==> src/rtl/dmem_wait_responder_pkg.sv <==
// Shared types and constants for the wait-state data-memory responder.
// The FSM state encoding lives here so the RTL and any checkers can decode it the same way.
package dmem_wait_responder_pkg;

  typedef enum logic [1:0] {
    IDLE = 2'd0,
    BUSY = 2'd1,
    RESP = 2'd2
  } dmem_state_t;

  localparam int WORD_W = 32;
  localparam int CNT_W  = 4;
  localparam int WRC_W  = 16;

endpackage

==> src/rtl/dmem_sp_ram.sv <==
// Single-port synchronous RAM with one read/write port and a registered read.
// The read register only loads on a read, so it holds the last loaded word.
import dmem_wait_responder_pkg::*;

module dmem_sp_ram #(
  parameter int DEPTH = 64,
  parameter int AW    = $clog2(DEPTH)
) (
  input  logic              clk,
  input  logic              reset,
  input  logic              i_we,
  input  logic              i_re,
  input  logic [AW-1:0]     i_addr,
  input  logic [WORD_W-1:0] i_wdata,
  output logic [WORD_W-1:0] o_rdata
);

  // Contents deliberately have no reset: memory survives a pipeline reset.
  logic [WORD_W-1:0] RAM [DEPTH];
  logic [WORD_W-1:0] r_rdata;

  always_ff @(posedge clk) begin
    if (i_we) begin
      RAM[i_addr] <= i_wdata;
    end
  end

  always_ff @(posedge clk) begin
    if (!reset) begin
      r_rdata <= '0;
    end else if (i_re) begin
      r_rdata <= RAM[i_addr];
    end
  end

  assign o_rdata = r_rdata;

endmodule

==> src/rtl/dmem_wait_responder.sv <==
// MEM-stage data memory with a programmable wait-state latency; stalls the pipeline
// while an access is in flight. Handshake: a request (memread_m|memwrite_m) is held by the
// pipeline while stall_m==1; the cycle with stall_m==0 after acceptance (RESP) completes it.
import dmem_wait_responder_pkg::*;

module dmem_wait_responder #(
  parameter int DEPTH   = 64,
  parameter int LATENCY = 2
) (
  input  logic              clk,
  input  logic              reset,
  input  logic              memread_m,
  input  logic              memwrite_m,
  input  logic [31:0]       addr_m,
  input  logic [WORD_W-1:0] writedata_m,
  output logic [WORD_W-1:0] readdata_m,
  output logic              stall_m,
  output logic              err,
  output logic [WRC_W-1:0]  wr_count,
  output dmem_state_t       o_dbg_state
);

  localparam int AW = $clog2(DEPTH);

  dmem_state_t       r_state;
  dmem_state_t       w_next_state;
  logic [CNT_W-1:0]  r_cnt;
  logic [AW-1:0]     r_addr;
  logic [WORD_W-1:0] r_wdata;
  logic              r_is_store;
  logic              r_err;
  logic [WRC_W-1:0]  r_wr_count;

  logic w_req;
  logic w_accept;
  logic w_fire;
  logic w_bad_req;
  logic w_unused_addr;

  assign w_req         = memread_m | memwrite_m;
  assign w_accept      = (r_state == IDLE) && w_req;
  assign w_fire        = (r_state == BUSY) && (r_cnt == '0);
  assign w_bad_req     = (addr_m[1:0] != 2'b00) || (memread_m && memwrite_m);
  // Address bits above the word index are intentionally ignored (index wraps).
  assign w_unused_addr = ^addr_m[31:AW+2];

  always_comb begin
    w_next_state = r_state;
    case (r_state)
      IDLE:    if (w_req) w_next_state = BUSY;
      BUSY:    if (r_cnt == '0) w_next_state = RESP;
      RESP:    w_next_state = IDLE;
      default: w_next_state = IDLE;
    endcase
  end

  always_ff @(posedge clk) begin
    if (!reset) begin
      r_state    <= IDLE;
      r_cnt      <= '0;
      r_err      <= 1'b0;
      r_wr_count <= '0;
    end else begin
      r_state <= w_next_state;
      if (w_accept) begin
        r_addr     <= addr_m[AW+1:2];
        r_wdata    <= writedata_m;
        r_is_store <= memwrite_m;  // write wins when both are asserted
        r_cnt      <= CNT_W'(LATENCY - 1);
        if (w_bad_req) r_err <= 1'b1;
      end else if ((r_state == BUSY) && (r_cnt != '0)) begin
        r_cnt <= r_cnt - 1'b1;
      end
      if (w_fire && r_is_store && (r_wr_count != {WRC_W{1'b1}})) begin
        r_wr_count <= r_wr_count + 1'b1;
      end
    end
  end

  // Gating with reset drops a store whose commit edge coincides with reset.
  dmem_sp_ram #(.DEPTH(DEPTH), .AW(AW)) u_ram (
    .clk     (clk),
    .reset   (reset),
    .i_we    (w_fire && r_is_store && reset),
    .i_re    (w_fire && !r_is_store && reset),
    .i_addr  (r_addr),
    .i_wdata (r_wdata),
    .o_rdata (readdata_m)
  );

  assign stall_m     = reset && (w_accept || (r_state == BUSY));
  assign err         = r_err;
  assign wr_count    = r_wr_count;
  assign o_dbg_state = r_state;

endmodule

==> config.mk <==
export PLATFORM = sky130hd
export DESIGN_NAME = dmem_wait_responder
export DESIGN_NICKNAME = d
export VERILOG_FILES = /design/src/rtl/dmem_wait_responder_pkg.sv /design/src/rtl/dmem_sp_ram.sv /design/src/rtl/dmem_wait_responder.sv
export SDC_FILE = /design/constraint.sdc
export NUM_CORES = 2
export LEC_CHECK = 0
export CAP_MARGIN = 40
export CORE_MARGIN = 5
export CORE_UTILIZATION = 55
export CTS_BUF_LIST = sky130_fd_sc_hd__clkbuf_4 sky130_fd_sc_hd__clkbuf_8
export CTS_CLUSTER_DIAMETER = 150
export CTS_CLUSTER_SIZE = 30
export DETAILED_ROUTE_END_ITERATION = 8
export DONT_BUFFER_PORTS = 1
export GPL_ROUTABILITY_DRIVEN = 0
export PLACE_DENSITY = 0.78
export SLEW_MARGIN = 20
export SYNTH_ARGS = -nofsm -noshare
export SYNTH_HDL_FRONTEND = slang
export SYNTH_HIERARCHICAL = 1
export SYNTH_SLANG_ARGS = --single-unit
==> constraint.sdc <==
create_clock -name clk -period 8.5 [get_ports clk]
set_input_delay 2.55 -clock clk [delete_from_list [all_inputs] [get_ports clk]]
set_output_delay 2.55 -clock clk [all_outputs]
set_load 0.02 [all_outputs]
### Clock nets

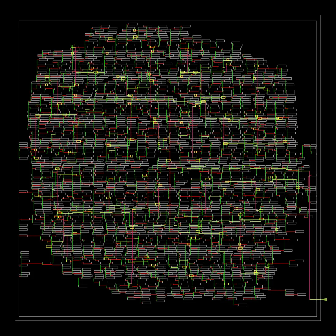
total clock network power: 4.00 mW
Num CTS Buffers: 81

### Signal wires on met2

Scale: 1 px per um. Cells faint in the background.
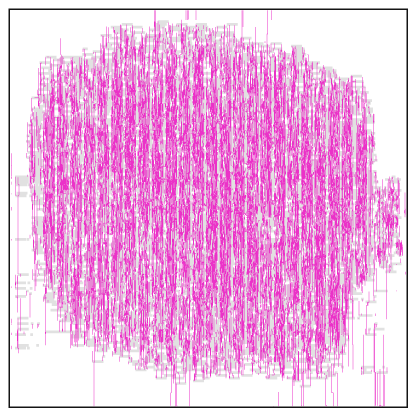
wire length on this layer: 107 mm
main direction: vertical
share of all routed wire: 43%
nets with wire on the layer: 3884
longest straight run: 145 um

### Nets reached from selected ports

Scale: 1 px per um.
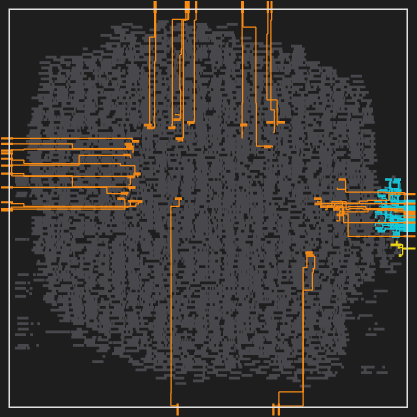
| port | color | bits | direction | edge | end cells | buffers | wire |
|---|---|---|---|---|---|---|---|
| `readdata_m` | orange | 32 | output | 11 left, 10 top, 8 right, 3 bottom | 32 | 0 | 4180 um |
| `memwrite_m` | yellow | 1 | input | right | 4 | 0 | 34.2 um |
| `wr_count` | cyan | 16 | output | right | 16 | 0 | 799 um |
port buffer count: 0
io pins: 120

### Metal layers overlaid

Scale: 1.5 px per um. Two of the layers only.
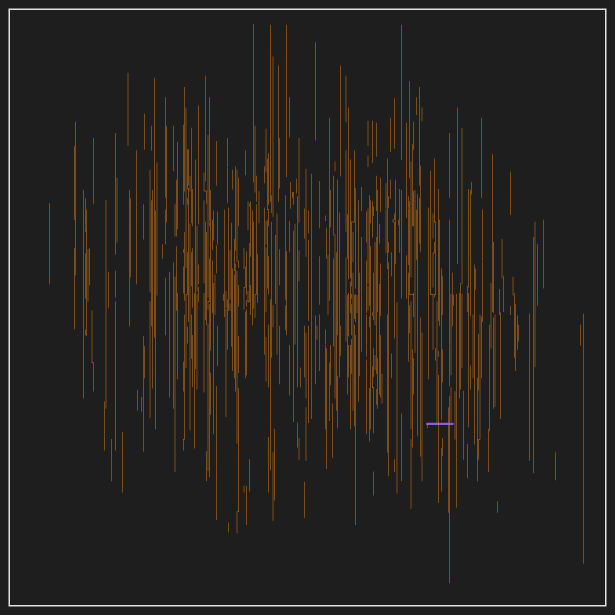
| layer | color | wire length |
|---|---|---|
| M5 | purple | 16.6 um |
| M4 | orange | 21.0 mm |
WL final: 250000 um
via count: 48400
Total GRT Usage: 0.312
DR WL/cell: 38.2 um

==> sequential cells by signal, indices dropped and copies added (netlist names) <==
signal / count
u_ram/RAM: 2048
r_wdata: 32
u_ram/o_rdata: 32
wr_count: 16
r_addr: 6
r_cnt: 4
o_dbg_state: 2
err: 1
r_is_store: 1
==> worst paths after layout <==
kind                      end  cells past startpoint  startpoint
max                   stall_m                      2       reset
max reg2reg  u_ram/RAM[45][8]                      6   r_addr[0]
min                  r_cnt[1]                      2    r_cnt[1]
min reg2reg          r_cnt[1]                      2    r_cnt[1]
==> cells in the final DEF (no fill, tap or decap), types with 76 or more instances in the layout <==
cell,count
o22ai_1,93
mux2i_1,290
o21ai_0,137
nand2_1,126
buf_4,181
clkbuf_8,83
nor2_1,88
a221oi_1,231
a22oi_1,217
edfxtp_1,2087
a21oi_1,150
mux2_2,141
mux4_2,76
==> per-layer routing <==
layer  routed length (um)  up-vias  track usage
li1                     -    18700            -
met3                42700      943        0.107
met5                   16        -            0
met1                79200    23900        0.406
met4                21000        2        0.202
met2               107000     4766        0.450
==> per-stage QoR <==
step / hold slack [ns] / total power [mW] / area (um2) / setup WS [ns]
floorplan: 0.484 / 12.8 / 82200 / 2.35
global placement: 0.506 / 13.3 / 85000 / 2.55
detailed placement: 0.523 / 13.4 / 85700 / 2.54
CTS: 0.541 / 17.1 / 87200 / 2.54
global route: 0.562 / 17.6 / 87300 / 2.44
finish: 0.548 / 17.2 / 87300 / 2.54
==> cell usage after synthesis, types with 6 or more instances <==
library cell / number / area [um2]
o21ai_0: 138 / 691
mux4_2: 76 / 1710
o211ai_1: 11 / 82.6
a211o_1: 7 / 61.3
and3_1: 9 / 56.3
nand2b_1: 9 / 56.3
o22ai_1: 93 / 582
nor3_1: 39 / 195
a21oi_1: 150 / 751
mux2i_1: 290 / 2900
nand4_1: 7 / 43.8
a221oi_1: 231 / 2020
o2bb2ai_1: 19 / 166
buf_6: 33 / 372
and2_1: 7 / 43.8
o32ai_1: 7 / 61.3
a2111oi_0: 7 / 61.3
o221ai_1: 10 / 87.6
buf_4: 51 / 383
nand3_1: 52 / 260
dfxtp_1: 55 / 1100
mux2_2: 141 / 1590
nand2_1: 127 / 477
nor2b_1: 10 / 62.6
inv_1: 7 / 26.3
a22oi_1: 217 / 1630
a31oi_1: 45 / 282
o31ai_1: 7 / 52.6
o31a_1: 6 / 52.6
a211oi_1: 16 / 120
a221o_1: 35 / 350
a22o_1: 37 / 324
o22a_1: 21 / 184
or4_1: 6 / 45.0
a222oi_1: 15 / 150
buf_2: 132 / 661
nor2_1: 146 / 548
edfxtp_1: 2087 / 62700
buf_1: 20 / 75.1
clkbuf_1: 86 / 323
==> area by class of cell <==
type                       count  area [um2]  area share
multi-input combinational   2089       17200       0.197
sequential                  2142       63800       0.730
timing repair buffer         233        2410      0.0276
clock buffer                 123        1440      0.0165
clock inverter                 4        42.5    0.000487
tap                         1930        2410      0.0277
inverter                      10        45.0    0.000516
antenna                        9        22.5    0.000258
==> impl_metrics.tcl <==
# yosys + openroad results
set metrics [dict create \
    status "finished, final reports clean" \
    die_width_um 397 \
    rsz0062_at_grt "false" \
    ys_seq_share 0.776 \
    ys_warn_count 6 \
    coreArea_um2 148000 \
    hold_viol_final 0 \
    drt_iter0_drc 9404 \
    yosys.area_share.simple 0.0269 \
    cp_max_fo 48 \
    worst_clock_skew_ns 0.0808 \
    drv_cap 0 \
    fin_nets 4627 \
    ys_sh_aoi 0.0985 \
    grt_antenna_before_repair 11 \
    clk_path_buf_depth 3 \
    critPathRequiredTime_ns 5.95 \
    syn_area_um2 82200 \
    clock_latency_ns 0.91 \
    floorplan.rows 141 \
    ys.flop_type "edfxtp_1" \
    grt_pass1_wl_um 346000 \
    p_leak_nw 26.9 \
    startpoint_type "primary input" \
    cts_tree "done" \
    ys_ff 2142 \
    viasPerCell 7.39 \
    min_period_ns 5.96 \
    maxPowerGroup "registers" \
    post_cts_buffers 0 \
    swShare 0.237 \
    overflow 0 \
    end_kind "output port" \
    route.detailed.drc 0 \
    p_per_area_nw_per_um2 197 \
    async_flop_share 0 \
    dp.cells 6396 \
    synthesis.nets 4633 \
    tightest_slew_ns 1.14 \
    synth_adder_area_share 0.000304 \
    grt_max_degree 117 \
    edf_count 2087 \
    powerSeq_mw 11.7 \
    max-vdd-ir-drop_mv 0.129 \
    final_cell_count_no_fill 6540 \
    ys_sh_xor 0.000320 \
    postSynthAreaPerCell_um2 18.0 \
    r2r_slack_ns 3.91 \
    totalNegativeSetupSlack_ns 0 \
    warnings 60 \
    synth_cell_type_count 87 \
    antenna_left 0 \
    fin_crit_sh 0.701 \
    logic_family "AND-OR/OR-AND gates" \
    detailed_place_hpwl_um 146000 \
    arrival_ns 3.41 \
    mux_share 0.0758 \
    yosysCellCount 4563 \
    slowest_stage "nor3_1" \
    ctsHoldBuffers 0 \
    crit_chain "inv_1 -> nor3_1" \
    crit_family "simple AND/OR/NAND/NOR gates" \
    clkTransAtPathRegs_ns 0.16 \
    pg_comb_mw 1.53 \
    ys_area_um2 82200 \
    comb_power_share 0.089 \
    die-area_um2 157000 \
    slew_violations 0 \
    power_frac_clock 0.232 \
    intPower_mw 13.1 \
    clkSinkCount 2142 \
    cts_resized 0 \
    critPathMaxStageDelay_ns 0.62 \
    fp_util 0.555 \
    p_sw_mw 4.08 \
]
Power is estimated from default activity; no workload was simulated.
